==> config.mk <==
export PLATFORM = sky130hd
export DESIGN_NAME = soc_mmio_uart_tx_flat
export DESIGN_NICKNAME = d
export VERILOG_FILES = /design/src/rtl/soc_mmio_uart_tx_if.sv /design/src/rtl/soc_mmio_uart_tx.sv /design/src/flat_wrapper.sv
export SDC_FILE = /design/constraint.sdc
export NUM_CORES = 1
export LEC_CHECK = 0
export ABC_CLOCK_PERIOD_IN_PS = 5300
export CAP_MARGIN = 25
export CORE_UTILIZATION = 40
export CTS_CLUSTER_SIZE = 40
export DETAILED_ROUTE_END_ITERATION = 10
export PLACE_DENSITY_LB_ADDON = 0.25
export SYNTH_ARGS = -nofsm -noshare
export SYNTH_HDL_FRONTEND = slang
export SYNTH_SLANG_ARGS = --single-unit
==> constraint.sdc <==
create_clock -name clk -period 5.3 [get_ports clk]
set_clock_uncertainty 0.05 [all_clocks]
set_input_delay 0.795 -clock clk [delete_from_list [all_inputs] [get_ports clk]]
set_output_delay 0.795 -clock clk [all_outputs]
set_load 0.005 [all_outputs]
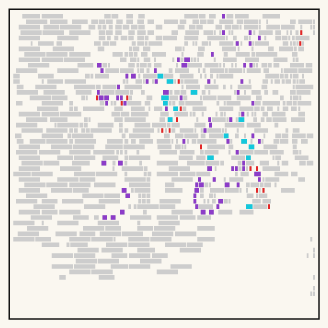
**Above:** run 1 (gate-type map).
Drawn at 2 px/µm.
[red] inverters | cells: 16
[cyan] AND-OR and OR-AND gates | cells: 14
[purple] inverting AOI/OAI gates | cells: 72
Comb/total area: 29.5%
Final Non-Filler Cells: 1094

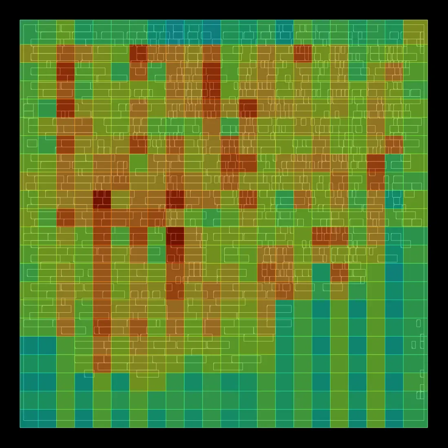
**Above:** run 1 (routing congestion map).
GRT Util Overall: 17.5%
grt met2 use: 29.7%

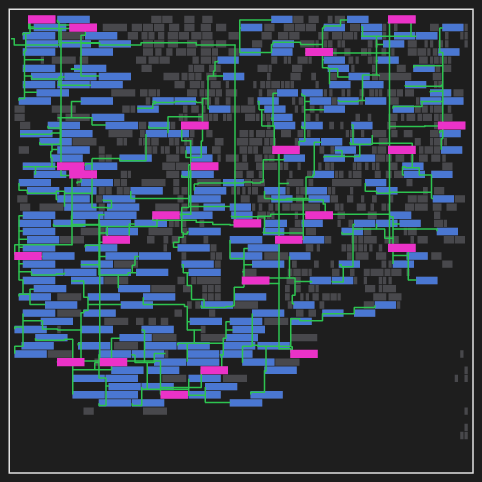
**Above:** run 1 (clock network drawn from the DEF).
Drawn at 3 px/µm.
[green] clock wires | length: 2690 µm
[blue] flip-flops | count: 223
[magenta] cells driving clock nets | count: 24
flops lie: all over the die
clk pwr: 1650 µW
clock share of power: 41.7%
Worst-Skew Late Latency: 520 ps

==> Changelog: implementation, run 1 <==
### Implementation results

- Post-synthesis area per instance: ~13 µm²
- Data required, critical path: around 4500 ps
- Max cap viols: 0
- Port-buffer cells: slightly above 70
- Post-CTS Setup Bufs: 0
- Yosys warning tally: 0
- Yosys top cell by area: edfxtp_1
- Top cells by area: edfxtp_1, dfxtp_1, mux4_2
- Antenna Cells: 0
- Mapped Area: just over 0.009 mm²
- Number of buffers created by CTS: 24
- Ports: between 100 and 150
- Top cells excl fill/tap: edfxtp_1, dfxtp_1, nand2_1
- CTS tree: done
- Synth Instances: around 720
- PwrDens: 361 mW/mm²
- CP Class: register to primary output
- Post-DR wirelength/cell: 18.8 µm
- Area grow syn2layout: 18.9%
- Total power: around 4000 µW
- Pin count of the biggest net entering global routing: 36
- Slew @ Worst Pin: around 1000 ps
- Seq share, synth: 62.1%
- Initial antenna violation count: 0
- Drt first-iter violations: about 450
- Root Driver: clkbuf_16
- Final hold violation count: 0
- Combinational Power Share: 10.4%
- Lkg Pwr: around 0.0039 µW
- Worst VDD drop: between 200 and 300 µV
- Die Ht: roughly 150 µm
- Synth Area in Adders: between 2 and 2.5%
- Post-DP HPWL: approximately 14000 µm
- CP max FO: 5
- Yosys chip area: between 0.009 and 0.01 mm²
- Critical Path AT: around 2600 ps
- Setup_tns: 0 ps
- Worst Setup End Kind: primary output
- Pre-antenna DRT Iters: 5
- H-tree depth: 1
- Minimum clock period: approximately 3400 ps
- Relative slew slack: roughly a third
- Nets: 881
- Placed Instances: approximately 1000
- Hold Crit Depth: 2
- Max reg flops: about 130
- Simple share: roughly 14%
- Comb. pwr: a little over 400 µW
- Switching power: just over 900 µW
- Vias in the first global route: 5884
- RSZ-0062 raised after global routing: false
- DIE WIDTH: 154 µm
- Sequential Power: 1900 µW
- Unique masters post-synth: ~54
- CTS Sinks: roughly 220
- Main logic family: simple AND/OR/NAND/NOR gates
- Total congestion overflow: 0
- Area share, top type: around two fifths
- Yosys xor share: approximately 3.5%
- Reg clk slew, reported paths: about 60 ps
- Status: finished, final reports clean
- Count of tool warnings: roughly 50
- Final wirelength: approximately 21000 µm
- Top cell excl fill/tap: edfxtp_1
- DIE AREA: 0.0237 mm²
- Rows: ~55
- # Cells Yosys: 722
- Switching Share: a little under a quarter
- Fp_density: roughly two fifths
- Vias per cell: 5.40
- Seq pwr share: a little under half
- Dominant flop cell: edfxtp_1
- Post-synth regs: ~220
- First-pass GRT wire length: around 32000 µm
- MUX area fraction: ~8.5%
- Fraction of registers with async set or reset after synthesis: 0%
- AO/OA Area Share: around 5.9%
- Fmax: between 200 and 300 MHz
- DRC: 0
- # setup viols final: 0
- Post-route ant nets: 0
- EDFF count, synth: roughly 130
- Startpoint Class: register
- Via count: between 5000 and 6000
- HP Class: register to register
- Max Root-Sink Buffers: 3
- Post-CTS Hold Fix Bufs: 0
- Worst Reg-to-Reg Cells: 9
- Pint: around 3000 µW
- Period utilisation layout: ~65%
- GPL Wtd Cong: between 0.8 and 0.9
- Slew Limit Fails: 0
- Share of cells above drive strength 1: a little over a tenth
- Biggest consumer: registers
- Post-CTS Resized: 0
[run 1: through the flow]
stage	utilization [%]	area (µm²)	setup slack, ps	hold slack (ps)
after floorplan	-	9310	2510	390
after global placement	44.8	10200	1480	407
after detailed placement	44.8	10200	1370	407
after CTS	48.4	10900	1860	420
after global routing	48.6	11000	1720	437
final	48.6	11000	1880	414
[run 1: layer usage]
metal  routed length, µm  share of wire (%)  global-route usage [%]  vias to the layer above
met1                9270                 45                    23.6                     2968
met4                 402                2.0                    4.19                        0
met3                 757                3.7                    2.62                       33
met5                   0                  0                       0                        -
li1                    -                  -                       -                     2769
met2               10100                 49                    29.7                      137
[run 1: kinds of logic after synthesis]
| kind of cell | count (synthesis) |
|---|---|
| other cells | 1 |
| fa+ha+maj | 17 |
| compound gates | 86 |
| simple gates | 256 |
| buf+inv | 65 |
| mux | 37 |
| xor+xnor | 37 |
| flops | 223 |
[run 1: critical path, stage by stage (launching register included)]
cell and delay (ps):
dfxtp_1 390, inv_1 130, ha_1 360, nand4_1 200
nor2_1 250, and3_1 220, clkdlybuf4s50_1 510
[run 1: area by class of cell]
class                           instances  area (µm²)
Sequential cell                       223        5750
Timing Repair Buffer                   78         803
Multi-Input combinational cell        449        3240
Clock inverter                         12        97.6
Fill cell                            1970       11600
Inverter                               16        60.1
Clock buffer                           31         698
Tap cell                              285         357
[run 1: Yosys cell counts (all sizes together) (7+ instances only)]
library cell    n
a211oi          7
a21oi          34
a22oi           7
and2            8
and3           26
buf            26
clkbuf         23
dfxtp          95
edfxtp        128
ha             16
inv            15
mux4           33
nand2          82
nand2b         10
nand3          38
nand4           8
nor2           39
nor2b           7
nor3            8
nor4           11
o21ai          16
xnor2          11
xor2           26
**Run 1: I/O nets highlighted**

Drawn at 3 px/µm.
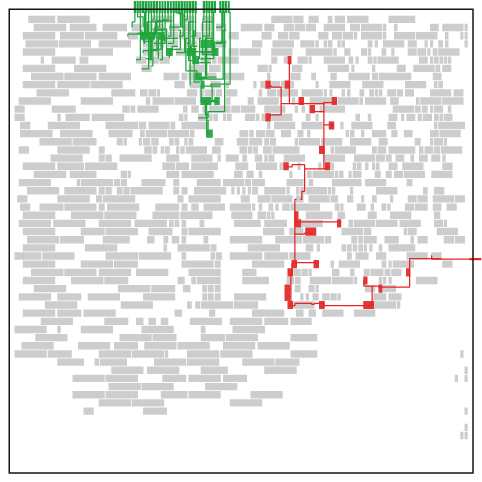

## Run 2: what changed since run 1
--- a/config.mk
+++ b/config.mk
@@ -5,7 +5,7 @@
 export SDC_FILE = /design/constraint.sdc
 export NUM_CORES = 1
 export LEC_CHECK = 0
-export ABC_CLOCK_PERIOD_IN_PS = 5300
+export ABC_CLOCK_PERIOD_IN_PS = 3500
 export CAP_MARGIN = 25
 export CORE_UTILIZATION = 40
 export CTS_CLUSTER_SIZE = 40
==> constraint.sdc (replaced) <==
create_clock -name clk -period 3.5 [get_ports clk]
set_clock_uncertainty 0.05 [all_clocks]
set_input_delay 0.525 -clock clk [delete_from_list [all_inputs] [get_ports clk]]
set_output_delay 0.525 -clock clk [all_outputs]
set_load 0.005 [all_outputs]
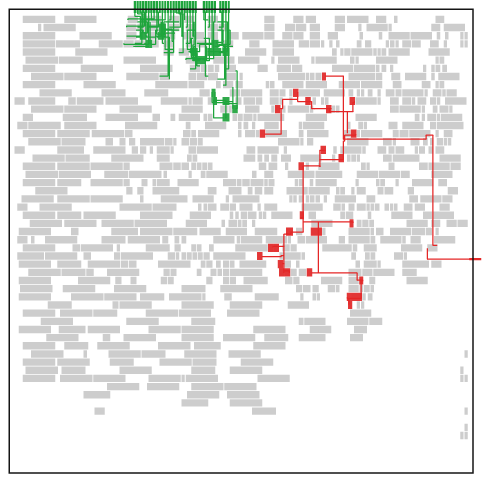
**Above:** run 2 (I/O nets highlighted).
Drawn at 3 px/µm.
[green] `bus_addr` | bits: 32 | direction: input | edge: top | end cells: 14 | buffers: 32 | wire: 708 µm
[red] `rst` | bits: 1 | direction: input | edge: right | end cells: 26 | buffers: 2 | wire: 333 µm
Port-buffer cells: 71
Ports: 107

==> Changelog: implementation, run 2 <==
### Implementation results

- Drt first-iter violations: 518 (+16%)
- Total congestion overflow: 0 (unchanged)
- Pre-CTS setup slack: 397 ps (-977 ps)
- DIE AREA: 0.0237 mm² (unchanged)
- Post-synthesis area per instance: 12.8 µm² (unchanged)
- Top cells by area: edfxtp_1, dfxtp_1, mux4_2
- Count leader, synth: edfxtp_1
- Initial antenna violation count: 0 (unchanged)
- Register Area: 0.00575 mm² (unchanged)
- Worst Reg-to-Reg Cells: 10 (+1)
- Critical Path AT: 2570 ps (about the same)
- CTS Sinks: 223 (unchanged)
- CP max FO: 5 (unchanged)
- Nets: 886 (+0.57%)
- Worst VDD drop: 536 µV (+80%)
- DIE WIDTH: 154 µm (unchanged)
- Synth Instances: 722 (unchanged)
- PwrDens: 532 mW/mm² (+48%)
- Count of tool warnings: 51 (unchanged)
- Period utilisation layout: between 80% and 90%
- Slew @ Worst Pin: 775 ps (-239 ps)
- Total power: 5820 µW (+47%)
- Yosys top cell by area: edfxtp_1
- Hold WS: 416 ps (+1.77 ps)
- Status: finished, final reports clean
- # setup viols final: 0 (unchanged)
- Top cell excl fill/tap: edfxtp_1
- Relative slew slack: 48.2% (+16 points)
- GPL Wtd Cong: 0.807 (-2.5%)
- Reg clk slew, reported paths: 60 ps (about the same)
- Max cap viols: 0 (unchanged)
- DRC: 0 (unchanged)
- Fp_density: 40.9% (unchanged)
- Post-CTS Hold Fix Bufs: 0 (unchanged)
- Final wirelength: 20200 µm (-1.7%)
- Pre-antenna DRT Iters: 5 (unchanged)
- Area share, top type: 41.5% (unchanged)
- HP Class: register to register
- Post-CTS Resized: 0 (unchanged)
- Worst Setup End Kind: primary output
- CP Class: register to primary output
- Vias per cell: 5.26 (-2.6%)
- Via count: 5767 (-2.4%)
- CTS tree: done
- Final Non-Filler Cells: 1097 (+0.27%)
- Die Ht: 154 µm (unchanged)
- Number of buffers created by CTS: 23 (-4.2%)
- First-pass GRT wire length: 31600 µm (-2.0%)
- Fillers: 2011 (+2.1%)
- Max Root-Sink Buffers: 3 (unchanged)
- Data required, critical path: 2920 ps (-1530 ps)
- Post-DP HPWL: 14200 µm (+1.5%)
- Post-CTS Setup Bufs: 0 (unchanged)
- Area grow syn2layout: 18.3%
- Post-synth regs: 223 (unchanged)
- Startpoint Class: register
- Top cells excl fill/tap: edfxtp_1, dfxtp_1, nand2_1
- # Cells Yosys: 722 (unchanged)
- Antenna Cells: 0 (unchanged)
- Final hold violation count: 0 (unchanged)
- Worst-Skew Late Latency: 520 ps (about the same)
- Setup_tns: 0 ps (unchanged)
- Minimum clock period: roughly 3100 ps
- H-tree depth: 1 (unchanged)
- Yosys warning tally: 0 (unchanged)
- Max reg flops: 128 (unchanged)
- Vias in the first global route: 5639 (-4.2%)
- Synth top cells by count: edfxtp_1, dfxtp_1, nand2_1
- Slew Limit Fails: 0 (unchanged)
- Logic area: 0.00324 mm² (unchanged)
- Yosys chip area: 0.00925 mm² (unchanged)
- Mapped Area: 0.00925 mm² (unchanged)
- Fraction of registers with async set or reset after synthesis: 0% (unchanged)
- Seq share, synth: 62.1% (unchanged)
- Root Driver: clkbuf_16
- Post-route ant nets: 0 (unchanged)
- Share of cells above drive strength 1: 10.3% (-0.29 points)
- EDFF count, synth: 128 (unchanged)
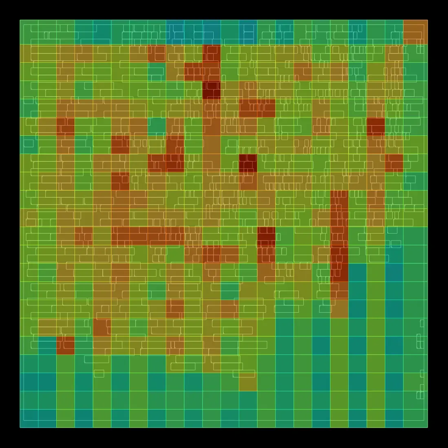
**Above:** run 2 (routing congestion map).
GRT busiest layer: met2
met1 global-route usage: 23.4%
GRT Util Overall: 17.3%
grt met3 use: 2.79%
post-DR wirelength/cell: 18.4 µm

-- run 2: cell counts after synthesis --
Identical to the previous run, type by type.
-- run 2: power by group --
group / leakage (µW) / internal (µW) / switching [µW] / total [µW]
Clock: 0.000350 / 1350 / 968 / 2320
Sequential: 0.00192 / 2820 / 62.3 / 2880
Combinational: 0.00159 / 297 / 322 / 618
-- run 2: layout make-up --
class | instances | share of cell area (%)
Multi-Input combinational cell | 449 | 29.6
Inverter | 16 | 0.549
Clock buffer | 33 | 5.87
Clock inverter | 7 | 0.652
Timing Repair Buffer | 84 | 7.57
Tap cell | 285 | 3.26
Sequential cell | 223 | 52.5
-- run 2: critical path, stage by stage, from the launching register on --
cell and delay [ps]:
dfxtp_1 400, inv_1 140, ha_1 350, nand4_1 190
nor2_1 240, and3_1 220, clkdlybuf4s50_1 510
-- run 2: kinds of logic after synthesis --
logic type	Yosys count	synth area share, %
flip-flops	223	62.1
XOR/XNOR	37	3.50
adder cells (fa/ha/maj)	17	2.38
buffers and inverters	65	3.54
multiplexers	37	8.47
AND/OR/NAND/NOR	256	14.1
other	1	0.0405
AND-OR/OR-AND	86	5.90
-- run 2: metrics by stage --
step / instance area (µm²) / utilization [%]
after floorplan: 9310 / -
after global placement: 10200 / 45.1
after detailed placement: 10200 / 45.1
after CTS: 10900 / 48.2
after global routing: 10900 / 48.4
final: 10900 / 48.4
-- run 2: metal layers --
metal / track usage [%] / share of wire (%)
met1: 23.4 / 44
met3: 2.79 / 4.8
met5: 0 / 0
met4: 3.57 / 1.8
met2: 29.2 / 49
Power and IR drop assume default switching activity.
